layer_met2.png
Scale: 10 px per um.
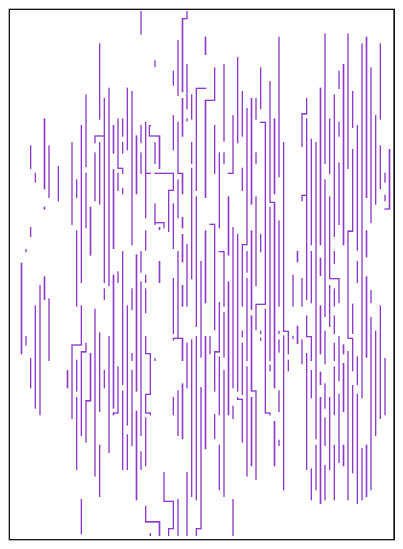
clk_routes.png
Scale: 4 px per um.
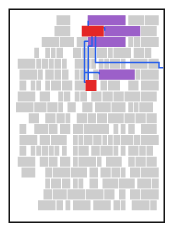
--- config.mk ---
export PLATFORM = sky130hd
export DESIGN_NAME = rv32_multicycle_ctrl_flat
export DESIGN_NICKNAME = d
export VERILOG_FILES = /design/src/rtl/rv32_multicycle_ctrl_if.sv /design/src/rtl/rv32_multicycle_ctrl.sv /design/src/flat_wrapper.sv
export SDC_FILE = /design/constraint.sdc
export NUM_CORES = 1
export LEC_CHECK = 0
export ABC_AREA = 1
export ABC_CLOCK_PERIOD_IN_PS = 1160
export CORE_ASPECT_RATIO = 1.4
export CORE_UTILIZATION = 32
export DETAILED_ROUTE_END_ITERATION = 6
export PLACE_DENSITY = 0.81
export REMOVE_ABC_BUFFERS = 1
export SKIP_CTS_REPAIR_TIMING = 1
export SLEW_MARGIN = 30
export SYNTH_ARGS = -nofsm -noshare
export SYNTH_HDL_FRONTEND = slang
export SYNTH_SLANG_ARGS = --single-unit
--- constraint.sdc ---
create_clock -name CLK -period 1.16 [get_ports CLK]
set_clock_uncertainty 0.05 [all_clocks]
set_input_delay 0.116 -clock CLK [delete_from_list [all_inputs] [get_ports CLK]]
set_output_delay 0.116 -clock CLK [all_outputs]
set_load 0.005 [all_outputs]
--- src/rtl/rv32_multicycle_ctrl_if.sv ---
// Shared instruction/data memory request/ack handshake seen by the main control FSM.
// The controller drives the request side; the memory answers with a one-cycle ack.
interface rv32_multicycle_ctrl_if;
    logic mem_req;
    logic mem_we;
    logic IorD;
    logic mem_ack;

    modport master (
        output mem_req,
        output mem_we,
        output IorD,
        input  mem_ack
    );

    modport slave (
        input  mem_req,
        input  mem_we,
        input  IorD,
        output mem_ack
    );
endinterface

--- src/rtl/rv32_multicycle_ctrl.sv ---
// Main control FSM of the multi-cycle RV32I core: fetch, decode, execute, memory, write-back.
// Drives ALU function/operand selects and resolves branches from the ALU Zero/Sign flags.
module rv32_multicycle_ctrl #(
    parameter int unsigned CONTROL_WIDTH = 3
) (
    input  logic                     CLK,
    input  logic                     RST,
    input  logic [6:0]               opcode,
    input  logic [2:0]               funct3,
    input  logic                     funct7_5,
    input  logic                     Zero_Flag,
    input  logic                     Sign_Flag,
    rv32_multicycle_ctrl_if.master   mem,
    output logic                     IR_write,
    output logic                     PC_write,
    output logic                     PC_src,
    output logic [1:0]               ALU_srcA,
    output logic [1:0]               ALU_srcB,
    output logic [1:0]               ImmSrc,
    output logic [CONTROL_WIDTH-1:0] ALU_FUN,
    output logic                     RegWrite,
    output logic                     ResultSrc,
    output logic                     illegal,
    output logic [2:0]               state_dbg
);

    localparam logic [2:0] StFetch  = 3'd0;
    localparam logic [2:0] StDecode = 3'd1;
    localparam logic [2:0] StExec   = 3'd2;
    localparam logic [2:0] StMem    = 3'd3;
    localparam logic [2:0] StWb     = 3'd4;
    localparam logic [2:0] StTrap   = 3'd5;

    localparam logic [6:0] OpR      = 7'b0110011;
    localparam logic [6:0] OpImm    = 7'b0010011;
    localparam logic [6:0] OpLoad   = 7'b0000011;
    localparam logic [6:0] OpStore  = 7'b0100011;
    localparam logic [6:0] OpBranch = 7'b1100011;
    localparam logic [6:0] OpJal    = 7'b1101111;

    logic [2:0] state_q, state_d;
    logic       illegal_q, illegal_d;

    logic is_r, is_imm, is_load, is_store, is_branch, is_jal;
    logic alu_f3_ok, is_shift, legal, taken;
    logic req_raw, ack;

    assign is_r      = (opcode == OpR);
    assign is_imm    = (opcode == OpImm);
    assign is_load   = (opcode == OpLoad);
    assign is_store  = (opcode == OpStore);
    assign is_branch = (opcode == OpBranch);
    assign is_jal    = (opcode == OpJal);

    // funct3 010/011 (slt/sltu) have no ALU encoding; sra/srai are rejected via funct7_5
    assign alu_f3_ok = (funct3 != 3'b010) && (funct3 != 3'b011);
    assign is_shift  = (funct3 == 3'b001) || (funct3 == 3'b101);

    assign legal = (is_r && alu_f3_ok && (!funct7_5 || funct3 == 3'b000))
                || (is_imm && alu_f3_ok && !(is_shift && funct7_5))
                || ((is_load || is_store) && funct3 == 3'b010)
                || (is_branch && funct3[1] == 1'b0)
                || is_jal;

    // funct3[2] picks the flag (Zero vs Sign), funct3[0] inverts it
    assign taken = (funct3[2] ? Sign_Flag : Zero_Flag) ^ funct3[0];

    // Request and ack are gated by reset so an in-flight access is dropped at once
    assign req_raw     = (state_q == StFetch) || (state_q == StMem);
    assign mem.mem_req = req_raw & RST;
    assign mem.mem_we  = (state_q == StMem) & is_store & RST;
    assign mem.IorD    = (state_q == StMem);
    assign ack         = mem.mem_ack & req_raw & RST;

    assign illegal   = illegal_q;
    assign state_dbg = state_q;

    always_ff @(posedge CLK or negedge RST) begin
        if (!RST) begin
            state_q   <= StFetch;
            illegal_q <= 1'b0;
        end else begin
            state_q   <= state_d;
            illegal_q <= illegal_d;
        end
    end

    always_comb begin
        state_d   = state_q;
        illegal_d = illegal_q;
        IR_write  = 1'b0;
        PC_write  = 1'b0;
        PC_src    = 1'b0;
        ALU_srcA  = 2'b00;
        ALU_srcB  = 2'b00;
        ImmSrc    = 2'b00;
        ALU_FUN   = '0;
        RegWrite  = 1'b0;
        ResultSrc = 1'b0;

        case (state_q)
            StFetch: begin
                ALU_srcB = 2'b10;
                if (ack) begin
                    IR_write = 1'b1;
                    PC_write = 1'b1;
                    state_d  = StDecode;
                end
            end
            StDecode: begin
                // Precompute branch/jal target into ALUOut from the old PC
                ALU_srcA = 2'b10;
                ALU_srcB = 2'b01;
                if (is_branch)   ImmSrc = 2'b10;
                else if (is_jal) ImmSrc = 2'b11;
                if (legal) begin
                    state_d = StExec;
                end else begin
                    illegal_d = 1'b1;
                    state_d   = StTrap;
                end
            end
            StExec: begin
                state_d = StFetch;
                if (is_r) begin
                    ALU_srcA = 2'b01;
                    ALU_FUN  = (funct3 == 3'b000 && funct7_5) ? CONTROL_WIDTH'(3'b010)
                                                              : CONTROL_WIDTH'(funct3);
                    state_d  = StWb;
                end else if (is_imm) begin
                    ALU_srcA = 2'b01;
                    ALU_srcB = 2'b01;
                    ALU_FUN  = CONTROL_WIDTH'(funct3);
                    state_d  = StWb;
                end else if (is_load || is_store) begin
                    ALU_srcA = 2'b01;
                    ALU_srcB = 2'b01;
                    ImmSrc   = is_store ? 2'b01 : 2'b00;
                    state_d  = StMem;
                end else if (is_branch) begin
                    ALU_srcA = 2'b01;
                    ALU_FUN  = CONTROL_WIDTH'(3'b010);
                    PC_write = taken;
                    PC_src   = taken;
                end else if (is_jal) begin
                    // ALU forms the link value old PC + 4 while PC takes ALUOut
                    ALU_srcA = 2'b10;
                    ALU_srcB = 2'b10;
                    PC_write = 1'b1;
                    PC_src   = 1'b1;
                    state_d  = StWb;
                end
            end
            StMem: begin
                if (ack) state_d = is_load ? StWb : StFetch;
            end
            StWb: begin
                RegWrite  = 1'b1;
                ResultSrc = is_load;
                state_d   = StFetch;
            end
            StTrap: begin
                state_d = StTrap;
            end
            default: begin
                state_d = StFetch;
            end
        endcase
    end

endmodule

--- src/flat_wrapper.sv ---
// flat-port wrapper written by rule: the top's interface ports become plain ports
module rv32_multicycle_ctrl_flat 
#(
    parameter int unsigned CONTROL_WIDTH = 3
)
  (CLK, RST, opcode, funct3, funct7_5, Zero_Flag, Sign_Flag, IR_write, PC_write, PC_src, ALU_srcA, ALU_srcB, ImmSrc, ALU_FUN, RegWrite, ResultSrc, illegal, state_dbg, mem_mem_req, mem_mem_we, mem_IorD, mem_mem_ack);
  rv32_multicycle_ctrl_if mem_i ();
  input  logic CLK;
  input  logic RST;
  input  logic [6:0] opcode;
  input  logic [2:0] funct3;
  input  logic funct7_5;
  input  logic Zero_Flag;
  input  logic Sign_Flag;
  output logic IR_write;
  output logic PC_write;
  output logic PC_src;
  output logic [1:0] ALU_srcA;
  output logic [1:0] ALU_srcB;
  output logic [1:0] ImmSrc;
  output logic [CONTROL_WIDTH-1:0] ALU_FUN;
  output logic RegWrite;
  output logic ResultSrc;
  output logic illegal;
  output logic [2:0] state_dbg;
  output wire logic [$bits(mem_i.mem_req)-1:0] mem_mem_req;
  output wire logic [$bits(mem_i.mem_we)-1:0] mem_mem_we;
  output wire logic [$bits(mem_i.IorD)-1:0] mem_IorD;
  input wire logic [$bits(mem_i.mem_ack)-1:0] mem_mem_ack;
  assign mem_mem_req = mem_i.mem_req;
  assign mem_mem_we = mem_i.mem_we;
  assign mem_IorD = mem_i.IorD;
  assign mem_i.mem_ack = mem_mem_ack;
  rv32_multicycle_ctrl #(.CONTROL_WIDTH(CONTROL_WIDTH)) u_core (.CLK(CLK), .RST(RST), .opcode(opcode), .funct3(funct3), .funct7_5(funct7_5), .Zero_Flag(Zero_Flag), .Sign_Flag(Sign_Flag), .mem(mem_i), .IR_write(IR_write), .PC_write(PC_write), .PC_src(PC_src), .ALU_srcA(ALU_srcA), .ALU_srcB(ALU_srcB), .ImmSrc(ImmSrc), .ALU_FUN(ALU_FUN), .RegWrite(RegWrite), .ResultSrc(ResultSrc), .illegal(illegal), .state_dbg(state_dbg));
endmodule
==> job_summary.md <==
### Yosys + OpenROAD results

| Metric | Value |
|---|---|
| Routed vias | `1076` |
| Final Hold Fails | `0` |
| Final setup vio count | `21` |
| Post-Syn Instances | `about 110` |
| Leakage | `0.930 nW` |
| Maxcap violations | `0` |
| Setup TNS | `-7140 ps` |
| Post-synth seq share | `16.9%` |
| Final WL | `3040 um` |
| Max-area cell share | `around 18%` |
| Top FF cell, synth | `dfrtp_1` |
| CTS tree | `built` |
| Global-route wire length before repair | `approximately 3400 um` |
| Worst r2r path cells | `8` |
| Post-DP HPWL | `approximately 1800 um` |
| Routed length per instance | `about 15 um` |
| Async SR Flop Fraction | `100%` |
| Worst Setup Path Type | `flip-flop to output pin` |
| Chip area line of the yosys report | `592 um^2` |
| Worst setup SP type | `flip-flop` |
| Total track usage | `22.5%` |
| Die height | `approximately 53 um` |
| Total CTS buffers | `3` |
| Pint | `between 0.9 and 1 mW` |
| Worst Path Arrival | `roughly 1600 ps` |
| Worst R2R Setup Slack | `-350 ps` |
| Standard-cell rows | `18` |
| Yosys warning count | `0` |
| Switching power | `0.693 mW` |
| Post-route ant nets | `0` |
| Crit path DRT | `990 ps` |
| Failing checks | `negative setup slack` |
| H-Tree Level Count | `1` |
| Outcome | `finished, violations left` |
| Final Worst Setup Slack | `-581 ps` |
| Delay of the slowest critical-path stage | `around 450 ps` |
| Vias per cell | `5.25` |
| CP Cell Sequence | `nor2_4 > buf_6 > nand2_4 > a21oi_2 > buf_4 > nand3_2 > nand2_1 > clkbuf_2` |
| Pwr Density | `1160 nW/um^2` |
| Slowest-stage cell, CP | `dfrtp_2` |
| Synth area leaders | `nand2_1, dfrtp_1, inv_1` |
| Placed inst area | `1190 um^2` |
| GRT overflow | `0` |
| Synth area leader | `nand2_1` |
| Worst Setup End Kind | `output pin` |
| Buf+Inv Stages, Crit Path | `3` |
| Post-synth cell types | `19` |
| Cell family with most CP delay | `flip-flops` |
| Final core utilization | `between 80% and 90%` |
| Crit path capture | `PC_write` |
| Design area | `about 1400 um^2` |
| Fin cells | `205` |
Notes on layer_met2.png above:
The longest straight run is 35.4 um. The wires run mostly vertical. The layer carries 1680 um of wire.

Notes on clk_routes.png above:
Key: clock wires = blue [length 67.2 um]; clock drivers = red [count 3]; flip-flops = purple [count 4]
There are 4 routed clock nets.
clk pwr: 0.167 mW
Clk pwr share: 10.1%
clk ins delay skew pair: 230 ps

-- placed cells by master (no fill, tap or decap), types with 5 or more instances in the layout --
| cell type | Yosys | layout |
|---|---|---|
| buf_2 | 0 | 7 |
| nor2_1 | 9 | 5 |
| inv_2 | 4 | 7 |
| dlymetal6s2s_1 | 0 | 19 |
| nand2_2 | 8 | 12 |
| inv_1 | 17 | 13 |
| buf_6 | 0 | 7 |
| nand3_1 | 12 | 9 |
| nand2_1 | 29 | 23 |
| buf_4 | 0 | 33 |
-- logic make-up (layout without fill, tap and decap cells) --
family	count (synthesis)	in the layout	share of synthesized area (%)
AND/OR/NAND/NOR	67	67	52.9
XOR/XNOR	1	1	1.48
flip-flops	4	4	16.9
buffers and inverters	21	98	13.3
AND-OR/OR-AND	15	15	15.4
-- flip-flops by register name (all words and copies together), names as in the netlist --
signal and count:
u_core.illegal 1, u_core.state_dbg 3
-- cell type report --
cell class	instances	area, um^2	area share, %
Tap cell	20	25.0	1.76
Multi-Input combinational cell	83	533	37.4
Timing Repair Buffer	74	659	46.3
Sequential cell	4	103	7.21
Clock buffer	3	22.5	1.58
Inverter	21	81.3	5.71
-- metal layers --
metal / wire [um] / up-vias / GRT usage [%] / part of all wire [%]
li1: - / 502 / - / -
met1: 1060 / 508 / 21.5 / 35
met2: 1680 / 56 / 47.2 / 55
met3: 193 / 10 / 2.52 / 6.4
met4: 99 / 0 / 5.17 / 3.3
met5: 0 / - / 0 / 0
-- power groups by stage --
| stage | registers (mW) | logic, mW | clock network [mW] |
|---|---|---|---|
| after detailed placement | 0.208 | 0.907 | 0 |
| after global routing | 0.235 | 1.31 | 0.191 |
| after floorplan | 0.220 | 0.321 | 0 |
| after global placement | 0.204 | 0.892 | 0 |
| after CTS | 0.206 | 0.910 | 0.169 |
| final | 0.239 | 1.24 | 0.167 |
Power is estimated from default activity; no workload was simulated.
